run_1/sizes.png
(6 px per um)
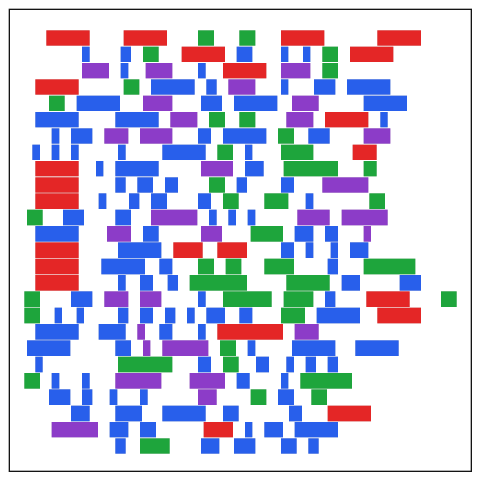
run_1/wires.png
(6 px per um) Only two layers are drawn.
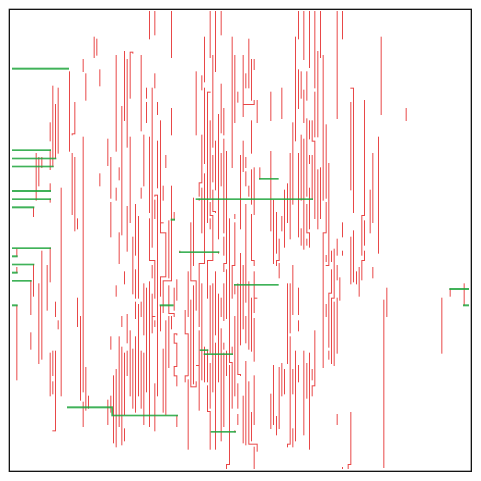
run_1/io_placement.png
(6 px per um) Pins as bars across the die edge, other pins in gray.
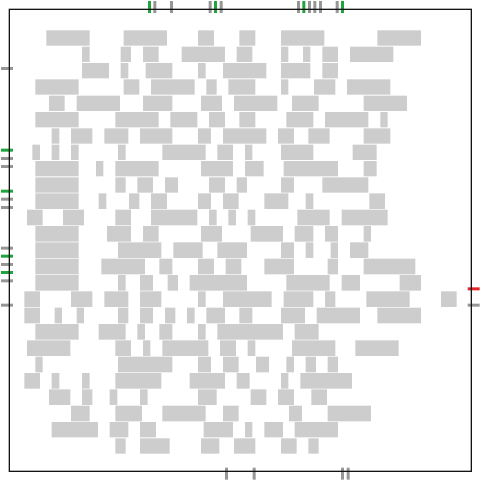
==> config.mk <==
export PLATFORM = sky130hd
export DESIGN_NAME = saradc_sar_ctrl_flat
export DESIGN_NICKNAME = d
export VERILOG_FILES = /design/src/rtl/saradc_sar_ctrl_if.sv /design/src/rtl/saradc_sar_ctrl.sv /design/src/flat_wrapper.sv
export SDC_FILE = /design/constraint.sdc
export NUM_CORES = 1
export LEC_CHECK = 0
export ABC_CLOCK_PERIOD_IN_PS = 1500
export CAP_MARGIN = 25
export CELL_PAD_IN_SITES_DETAIL_PLACEMENT = 2
export CELL_PAD_IN_SITES_GLOBAL_PLACEMENT = 2
export CORE_MARGIN = 1
export CORE_UTILIZATION = 27
export DETAILED_ROUTE_END_ITERATION = 7
export PLACE_DENSITY = 0.77
export SYNTH_ARGS = -nofsm -noshare
export SYNTH_HDL_FRONTEND = slang
export SYNTH_SLANG_ARGS = --single-unit
==> constraint.sdc <==
create_clock -name clk -period 1.5 [get_ports clk]
set_input_delay 0.225 -clock clk [delete_from_list [all_inputs] [get_ports clk]]
set_output_delay 0.225 -clock clk [all_outputs]
set_load 0.05 [all_outputs]
==> src/rtl/saradc_sar_ctrl_if.sv <==
//------------------------------------------------------------------------------
// Module      : saradc_sar_ctrl_if
// Description : Conversion handshake and analog SAR array signals.
// Revision    : 1.0 - initial release
//------------------------------------------------------------------------------
`default_nettype none

interface saradc_sar_ctrl_if #(
    parameter int NBITS = 8
);
    logic             start;
    logic             cmp;
    logic             sample;
    logic             cmp_en;
    logic [NBITS-1:0] dac_code;
    logic [NBITS-1:0] dac_code_n;
    logic             busy;
    logic             done;
    logic [NBITS-1:0] data;

    // master: the SAR controller; slave: digital wrapper plus analog array
    modport master (
        input  start, cmp,
        output sample, cmp_en, dac_code, dac_code_n, busy, done, data
    );

    modport slave (
        output start, cmp,
        input  sample, cmp_en, dac_code, dac_code_n, busy, done, data
    );
endinterface

`default_nettype wire

==> src/rtl/saradc_sar_ctrl.sv <==
//------------------------------------------------------------------------------
// Module      : saradc_sar_ctrl
// Description : Successive-approximation controller, MSB-first, one bit/trial.
// Revision    : 1.0 - initial release
//------------------------------------------------------------------------------
`default_nettype none

module saradc_sar_ctrl #(
    parameter int NBITS         = 8,
    parameter int SAMPLE_CYCLES = 2,
    parameter int SETTLE_CYCLES = 1
) (
    input  wire logic          clk,
    input  wire logic          rst,
    saradc_sar_ctrl_if.master  bus
);

    localparam int c_MAXC  = (SAMPLE_CYCLES > SETTLE_CYCLES) ? SAMPLE_CYCLES : SETTLE_CYCLES;
    localparam int c_CNT_W = $clog2(c_MAXC + 1);
    localparam int c_IDX_W = (NBITS > 1) ? $clog2(NBITS) : 1;

    localparam logic [c_CNT_W-1:0] c_CNT_ZERO    = '0;
    localparam logic [c_CNT_W-1:0] c_CNT_ONE     = c_CNT_W'(1);
    localparam logic [c_CNT_W-1:0] c_SAMPLE_LOAD = c_CNT_W'(SAMPLE_CYCLES - 1);
    localparam logic [c_CNT_W-1:0] c_SETTLE_LOAD = c_CNT_W'((SETTLE_CYCLES > 0) ? (SETTLE_CYCLES - 1) : 0);
    localparam logic [c_IDX_W-1:0] c_IDX_ZERO    = '0;
    localparam logic [c_IDX_W-1:0] c_IDX_ONE     = c_IDX_W'(1);
    localparam logic [c_IDX_W-1:0] c_IDX_TOP     = c_IDX_W'(NBITS - 1);
    localparam logic [NBITS-1:0]   c_MSB         = NBITS'(1) << (NBITS - 1);

    typedef enum logic [2:0] {
        ST_IDLE    = 3'd0,
        ST_SAMPLE  = 3'd1,
        ST_SETTLE  = 3'd2,
        ST_COMPARE = 3'd3,
        ST_DONE    = 3'd4
    } state_t;

    state_t             r_state;
    logic [c_CNT_W-1:0] r_cnt;
    logic [c_IDX_W-1:0] r_idx;
    logic               r_sample;
    logic               r_cmp_en;
    logic               r_busy;
    logic               r_done;
    logic [NBITS-1:0]   r_dac_code;
    logic [NBITS-1:0]   r_data;

    logic [NBITS-1:0]   w_resolved;
    logic [NBITS-1:0]   w_next_trial;

    // Current trial with bit k decided by the comparator, and the next trial bit raised
    always_comb begin
        w_resolved        = r_dac_code;
        w_resolved[r_idx] = bus.cmp;
        w_next_trial      = w_resolved;
        if (r_idx != c_IDX_ZERO) begin
            w_next_trial[r_idx - c_IDX_ONE] = 1'b1;
        end
    end

    always_ff @(posedge clk) begin
        if (rst) begin
            r_state    <= ST_IDLE;
            r_cnt      <= c_CNT_ZERO;
            r_idx      <= c_IDX_ZERO;
            r_sample   <= 1'b0;
            r_cmp_en   <= 1'b0;
            r_busy     <= 1'b0;
            r_done     <= 1'b0;
            r_dac_code <= '0;
            r_data     <= '0;
        end else begin
            r_done <= 1'b0;
            case (r_state)
                ST_IDLE: begin
                    if (bus.start) begin
                        r_state    <= ST_SAMPLE;
                        r_sample   <= 1'b1;
                        r_busy     <= 1'b1;
                        r_dac_code <= '0;
                        r_cnt      <= c_SAMPLE_LOAD;
                    end
                end
                ST_SAMPLE: begin
                    if (r_cnt == c_CNT_ZERO) begin
                        r_sample   <= 1'b0;
                        r_dac_code <= c_MSB;
                        r_idx      <= c_IDX_TOP;
                        if (SETTLE_CYCLES == 0) begin
                            r_state  <= ST_COMPARE;
                            r_cmp_en <= 1'b1;
                        end else begin
                            r_state <= ST_SETTLE;
                            r_cnt   <= c_SETTLE_LOAD;
                        end
                    end else begin
                        r_cnt <= r_cnt - c_CNT_ONE;
                    end
                end
                ST_SETTLE: begin
                    if (r_cnt == c_CNT_ZERO) begin
                        r_state  <= ST_COMPARE;
                        r_cmp_en <= 1'b1;
                    end else begin
                        r_cnt <= r_cnt - c_CNT_ONE;
                    end
                end
                ST_COMPARE: begin
                    if (r_idx == c_IDX_ZERO) begin
                        r_dac_code <= w_resolved;
                        r_data     <= w_resolved;
                        r_cmp_en   <= 1'b0;
                        r_done     <= 1'b1;
                        r_state    <= ST_DONE;
                    end else begin
                        r_dac_code <= w_next_trial;
                        r_idx      <= r_idx - c_IDX_ONE;
                        // With no settling the strobe stays high across back-to-back trials
                        if (SETTLE_CYCLES != 0) begin
                            r_state  <= ST_SETTLE;
                            r_cmp_en <= 1'b0;
                            r_cnt    <= c_SETTLE_LOAD;
                        end
                    end
                end
                ST_DONE: begin
                    r_state    <= ST_IDLE;
                    r_busy     <= 1'b0;
                    r_dac_code <= '0;
                end
                default: begin
                    r_state <= ST_IDLE;
                end
            endcase
        end
    end

    assign bus.sample     = r_sample;
    assign bus.cmp_en     = r_cmp_en;
    assign bus.busy       = r_busy;
    assign bus.done       = r_done;
    assign bus.data       = r_data;
    assign bus.dac_code   = r_dac_code;
    assign bus.dac_code_n = ~r_dac_code;

endmodule

`default_nettype wire

==> src/flat_wrapper.sv <==
// flat-port wrapper written by rule: the top's interface ports become plain ports
module saradc_sar_ctrl_flat 
#(
    parameter int NBITS         = 8,
    parameter int SAMPLE_CYCLES = 2,
    parameter int SETTLE_CYCLES = 1
)
  (clk, rst, bus_start, bus_cmp, bus_sample, bus_cmp_en, bus_dac_code, bus_dac_code_n, bus_busy, bus_done, bus_data);
  saradc_sar_ctrl_if #(.NBITS(NBITS)) bus_i ();
  input  wire logic clk;
  input  wire logic rst;
  input wire logic [$bits(bus_i.start)-1:0] bus_start;
  input wire logic [$bits(bus_i.cmp)-1:0] bus_cmp;
  output wire logic [$bits(bus_i.sample)-1:0] bus_sample;
  output wire logic [$bits(bus_i.cmp_en)-1:0] bus_cmp_en;
  output wire logic [$bits(bus_i.dac_code)-1:0] bus_dac_code;
  output wire logic [$bits(bus_i.dac_code_n)-1:0] bus_dac_code_n;
  output wire logic [$bits(bus_i.busy)-1:0] bus_busy;
  output wire logic [$bits(bus_i.done)-1:0] bus_done;
  output wire logic [$bits(bus_i.data)-1:0] bus_data;
  assign bus_i.start = bus_start;
  assign bus_i.cmp = bus_cmp;
  assign bus_sample = bus_i.sample;
  assign bus_cmp_en = bus_i.cmp_en;
  assign bus_dac_code = bus_i.dac_code;
  assign bus_dac_code_n = bus_i.dac_code_n;
  assign bus_busy = bus_i.busy;
  assign bus_done = bus_i.done;
  assign bus_data = bus_i.data;
  saradc_sar_ctrl #(.NBITS(NBITS), .SAMPLE_CYCLES(SAMPLE_CYCLES), .SETTLE_CYCLES(SETTLE_CYCLES)) u_core (.clk(clk), .rst(rst), .bus(bus_i));
endmodule
==> impl_metrics.ini, run 1 <==
; physical design summary
[run_status]
outcome = finished clean

[synth]
postSynthRegisterBits = 28
synth.yosys.warnings = 0
yosys.area.top_type_share_pct = 37.1
syn-cell-area_mm2 = 0.00151
async_flop_share_pct = 0
yosys_most_used_dff = sky130_fd_sc_hd__dfxtp_1
syn_avg_cell_area_um2 = 9.04
synthTopCellsByCount = 28 x sky130_fd_sc_hd__dfxtp_1, 16 x sky130_fd_sc_hd__nor2_1, 14 x sky130_fd_sc_hd__inv_1
yosysMostFrequentCell = sky130_fd_sc_hd__dfxtp_1
postSynthNetCount = 176
postSynthCellCount = 167

[pwr]
powerComb_mw = 1.81
p_clk_share_pct = 18.1
power.internal_mw = 2.00
power_top_consumer = combinational cells
power_per_cell_area_mw_per_mm2 = 1470
powerClk_mw = 0.626
sw_frac_of_total_pct = 42.3
vdd_ir_drop_max_mv = 0.552
p_leak_nw = 0.869
sequentialPower_mw = 1.02
net-switching-power_mw = 1.46

[route]
post_route_antenna_net_violation_count = 0
detail_route.drc_violations = 0
routed-via-count = 1448

[clocking]
cts_setup_buffers = 0
clock.latency.late_pin_ns = 0.29
clock_sinks = 28
htree_num_levels = 1
cells_resized_by_post_cts_repair = 11
cts-root-buf = sky130_fd_sc_hd__clkbuf_8
path_clk_slew_ns = 0.11

[global_route]
grt_util_met2_pct = 34.9
number_of_global_route_vias_before_repair = 1690
grt-ovfl-total = 0
global_route_wire_length_before_repair_um = 9140

[setup_path]
crit_start = u_core.r_idx[0]
ff2ff_path_depth = 5
worst-path-stages = 5
r2r-start = u_core.r_idx[0]
timing.critical_path.to_type = flip-flop
crit_chain = inv_4, ha_2, mux2_4, a32oi_2, a21oi_1
worst_ep_arrival_time_ns = 1.64
startpoint_type = flip-flop
path_max_fanout = 4
worst-setup-path-type = flip-flop to flip-flop
crit_family = flip-flops

[layout]
clk_share_pct = 3.04
fraction_of_area_in_non_clock_buffers_pct = 25.1
nonClockInverterCount = 14
final-comb-area_um2 = 968
area.share.sequential_pct = 24.5
ff_count = 28
finalNetCount = 218
regArea_um2 = 576
drive_gt1_share_pct = 44.2
nMultiInputCombCells = 115
final.fill_count = 546
antenna_cells_inserted = 0
final_util_pct = 44.8

[die]
floorplan.io_pins = 32
starting_density_pct = 28.8
n_tap_cell = 70
placeableCoreArea_mm2 = 0.00524
floorplan.rows = 26
floorplan.die.height_um = 76.8

[sta]
drv_slew = 0
finClkSkew_ns = 0.00702
final_period_minus_worst_setup_slack_ns = 1.46
setup_viol_count_final = 0
worst_slew_margin_rel_pct = 75.9
tightestPinTransition_ns = 0.361
max_clock_freq_mhz = 685
tns_ns = 0
worst_hold_slack_ns = 0.501
final_min_period_over_clock_period_pct = 97.4

[place]
post-dp-hpwl_um = 3740
post-place-cells = 273

[worst_hold_path]
hold_path.class = flip-flop to flip-flop
About sizes.png:
- blue: _0 and _1 cells (cells 116; most used dfxtp_1)
- green: _3 and _4 cells (cells 40; most used buf_4)
- purple: _2 cells (cells 29; most used dfxtp_2)
- red: _6 and larger (cells 23; most used buf_12)
number of non-clock buffers: 47
synth-to-layout area growth: 55.6%
final std cell area, no fill: 0.00235 mm^2
setup ws final: 0.0392 ns

About wires.png:
- red: metal 2 (wire length 2770 um)
- green: metal 3 (wire length 130 um)

About io_placement.png:
- green: `bus_dac_code_n` (pins 8; direction output; edge 4 west, 4 north)
- red: `bus_done` (pins 1; direction output; edge east)
- all pins by edge: 13 north, 13 west, 4 south, 2 east

[run 1: kinds of logic (layout without fill, tap and decap cells)]
group	count (synthesis)	after routing	share of synthesized area, %
compound gates	39	39	21.4
fa+ha+maj	5	5	4.15
buf+inv	24	65	7.13
flops	28	28	37.1
mux	13	13	9.04
simple gates	58	58	21.1
[run 1: metal layers]
| layer | share of wire [%] | vias up |
|---|---|---|
| met5 | 0 | - |
| met4 | 2.6 | 0 |
| met3 | 2.3 | 10 |
| met2 | 50 | 27 |
| met1 | 45 | 731 |
| li1 | - | 680 |
[run 1: placed cells by master, fill, tap and decap left out, types with 3 or more instances in the layout]
cell / n
sky130_fd_sc_hd__mux2i_1: 6
sky130_fd_sc_hd__clkbuf_8: 3
sky130_fd_sc_hd__nand3b_1: 3
sky130_fd_sc_hd__nand2_1: 11
sky130_fd_sc_hd__a22oi_1: 3
sky130_fd_sc_hd__nor3b_2: 3
sky130_fd_sc_hd__buf_12: 18
sky130_fd_sc_hd__nand4_1: 3
sky130_fd_sc_hd__dfxtp_1: 20
sky130_fd_sc_hd__clkdlybuf4s50_1: 3
sky130_fd_sc_hd__inv_1: 10
sky130_fd_sc_hd__a21oi_1: 9
sky130_fd_sc_hd__nand2b_1: 3
sky130_fd_sc_hd__a211oi_2: 4
sky130_fd_sc_hd__dfxtp_2: 6
sky130_fd_sc_hd__a311oi_1: 5
sky130_fd_sc_hd__nor3_1: 5
sky130_fd_sc_hd__mux2_2: 3
sky130_fd_sc_hd__nor2_1: 15
sky130_fd_sc_hd__inv_2: 3
sky130_fd_sc_hd__buf_4: 25
sky130_fd_sc_hd__a31oi_1: 5
==> inputs of run 2 (changes only) <==
--- a/config.mk
+++ b/config.mk
@@ -12,7 +12,8 @@
 export CORE_MARGIN = 1
 export CORE_UTILIZATION = 27
 export DETAILED_ROUTE_END_ITERATION = 7
-export PLACE_DENSITY = 0.77
+export PLACE_DENSITY_LB_ADDON = 0.15
+export RECOVER_POWER = 50
 export SYNTH_ARGS = -nofsm -noshare
 export SYNTH_HDL_FRONTEND = slang
 export SYNTH_SLANG_ARGS = --single-unit
run_2/placement.png
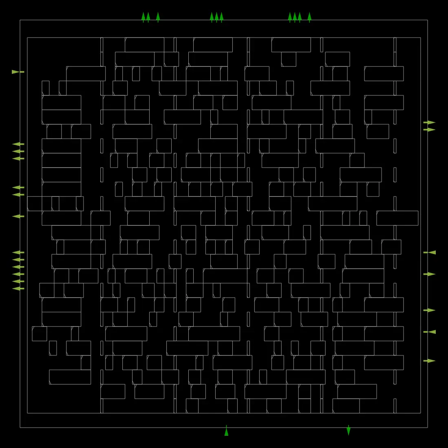
post-layout instance count excluding filler cells: 282
sequential cells: 28
final-layout fill cell count: 557
Core Region: 0.00524 mm^2
post-layout utilization of the core: 44.8%

==> impl_metrics.ini, run 2 <==
; physical design summary
[die]
floorplan.die.height_um = 76.8
floorplan.rows = 26
fp.dieArea_mm2 = 0.00589
floorplan.io_pins = 32
starting_density_pct = 28.8

[setup_path]
r2r-start = u_core.r_idx[0]
timing.critical_path.to_type = flip-flop
worst_ep_arrival_time_ns = 1.69
worst-path-stages = 6
crit_family = AND-OR/OR-AND gates
crit_chain = inv_4, ha_4, nor2b_4, a211oi_2, a21oi_1, a311oi_1
path_max_fanout = 5

[place]
post-dp-hpwl_um = 3630
post-place-cells = 278

[layout]
regArea_um2 = 571
antenna_cells_inserted = 0
drive_gt1_share_pct = 42.5
layout.cells.most_common = sky130_fd_sc_hd__buf_4
finalNetCount = 223
fin_area_mm2 = 0.00235
final-comb-area_um2 = 945
layout_top_cells = 27 x sky130_fd_sc_hd__buf_4, 20 x sky130_fd_sc_hd__dfxtp_1, 19 x sky130_fd_sc_hd__buf_12

[synth]
async_flop_share_pct = 0
yosysMostFrequentCell = sky130_fd_sc_hd__dfxtp_1
postSynthNetCount = 176
synthTopCellsByCount = 28 x sky130_fd_sc_hd__dfxtp_1, 16 x sky130_fd_sc_hd__nor2_1, 14 x sky130_fd_sc_hd__inv_1
yosys.area.top_type_share_pct = 37.1
syn-cell-area_mm2 = 0.00151
postSynthCellCount = 167
postSynthRegisterBits = 28
synth.yosys.warnings = 0

[pwr]
power_per_cell_area_mw_per_mm2 = 1360
p_leak_nw = 0.889

[route]
routed-via-count = 1467
post_route_antenna_net_violation_count = 0
detail_route.drc_violations = 0

[sta]
worst_hold_slack_ns = 0.493
tightestPinTransition_ns = 0.435
drv_slew = 0
final_min_period_over_clock_period_pct = 100
finClkSkew_ns = 0.00457
max_clock_freq_mhz = 665
tns_ns = -0.00421
final_period_minus_worst_setup_slack_ns = 1.50
setup_slack_ns = -0.00421
worst_slew_margin_rel_pct = 70.9
setup_viol_count_final = 1

[clocking]
clock_sinks = 28
clock.latency.late_pin_ns = 0.28
path_clk_slew_ns = 0.10
cts-root-buf = sky130_fd_sc_hd__clkbuf_8
htree_num_levels = 1
cts_setup_buffers = 0
cells_resized_by_post_cts_repair = 10
clock_tree_from_tritoncts = done

[worst_hold_path]
hold_path.class = flip-flop to flip-flop

[run_status]
outcome = finished, violations left
violations = negative setup slack

[global_route]
number_of_global_route_vias_before_repair = 1636
antenna_found_initial = 0
grt-ovfl-total = 0
global_route_wire_length_before_repair_um = 8280
-- run 2: kinds of logic after synthesis --
| kind of cell | after synthesis | synth area share (%) |
|---|---|---|
| buf+inv | 24 | 7.13 |
| flops | 28 | 37.1 |
| fa+ha+maj | 5 | 4.15 |
| compound gates | 39 | 21.4 |
| simple gates | 58 | 21.1 |
| mux | 13 | 9.04 |
-- run 2: per-layer routing --
| metal | vias up | track usage [%] | part of all wire, % |
|---|---|---|---|
| met5 | - | 0 | 0 |
| met4 | 0 | 5.00 | 0.88 |
| met3 | 4 | 2.62 | 3.8 |
| met2 | 36 | 30.6 | 50 |
| met1 | 732 | 22.4 | 46 |
| li1 | 695 | - | - |
-- run 2: report_power, final --
group / internal [mW] / switching, mW / total, mW
sequential: 0.859 / 0.143 / 1.00
clock: 0.181 / 0.249 / 0.430
combinational: 0.794 / 0.976 / 1.77
-- run 2: tightest hold or removal path: cells and delay by family, from the launching register on --
family             cells  cell delay [ns]
and+or+nand+nor        1             0.06
AOI/OAI and AO/OA      1             0.05
DFF                    1             0.35
-- run 2: layout make-up --
type | instances | share of cell area [%]
flip-flops and latches | 28 | 24.3
well taps | 70 | 3.73
inverters | 14 | 2.35
clock buffers | 3 | 1.76
multi-input cells | 115 | 40.3
repair buffers | 52 | 27.6
-- run 2: worst max-delay path by stage --
stage | start | end | slack, ns
3_5_place_dp | bus_start | u_core.r_cnt[1] | -0.12
3_3_place_gp | bus_start | u_core.bus.dac_code[6] | -0.05
6_report | u_core.r_idx[0] | u_core.r_idx[2] | -0.004
4_1_cts | u_core.r_idx[0] | u_core.bus.dac_code[7] | 0.007
5_1_grt | u_core.r_idx[0] | u_core.r_idx[2] | -0.1
2_1_floorplan | u_core.r_idx[1] | u_core.r_idx[2] | -0.001
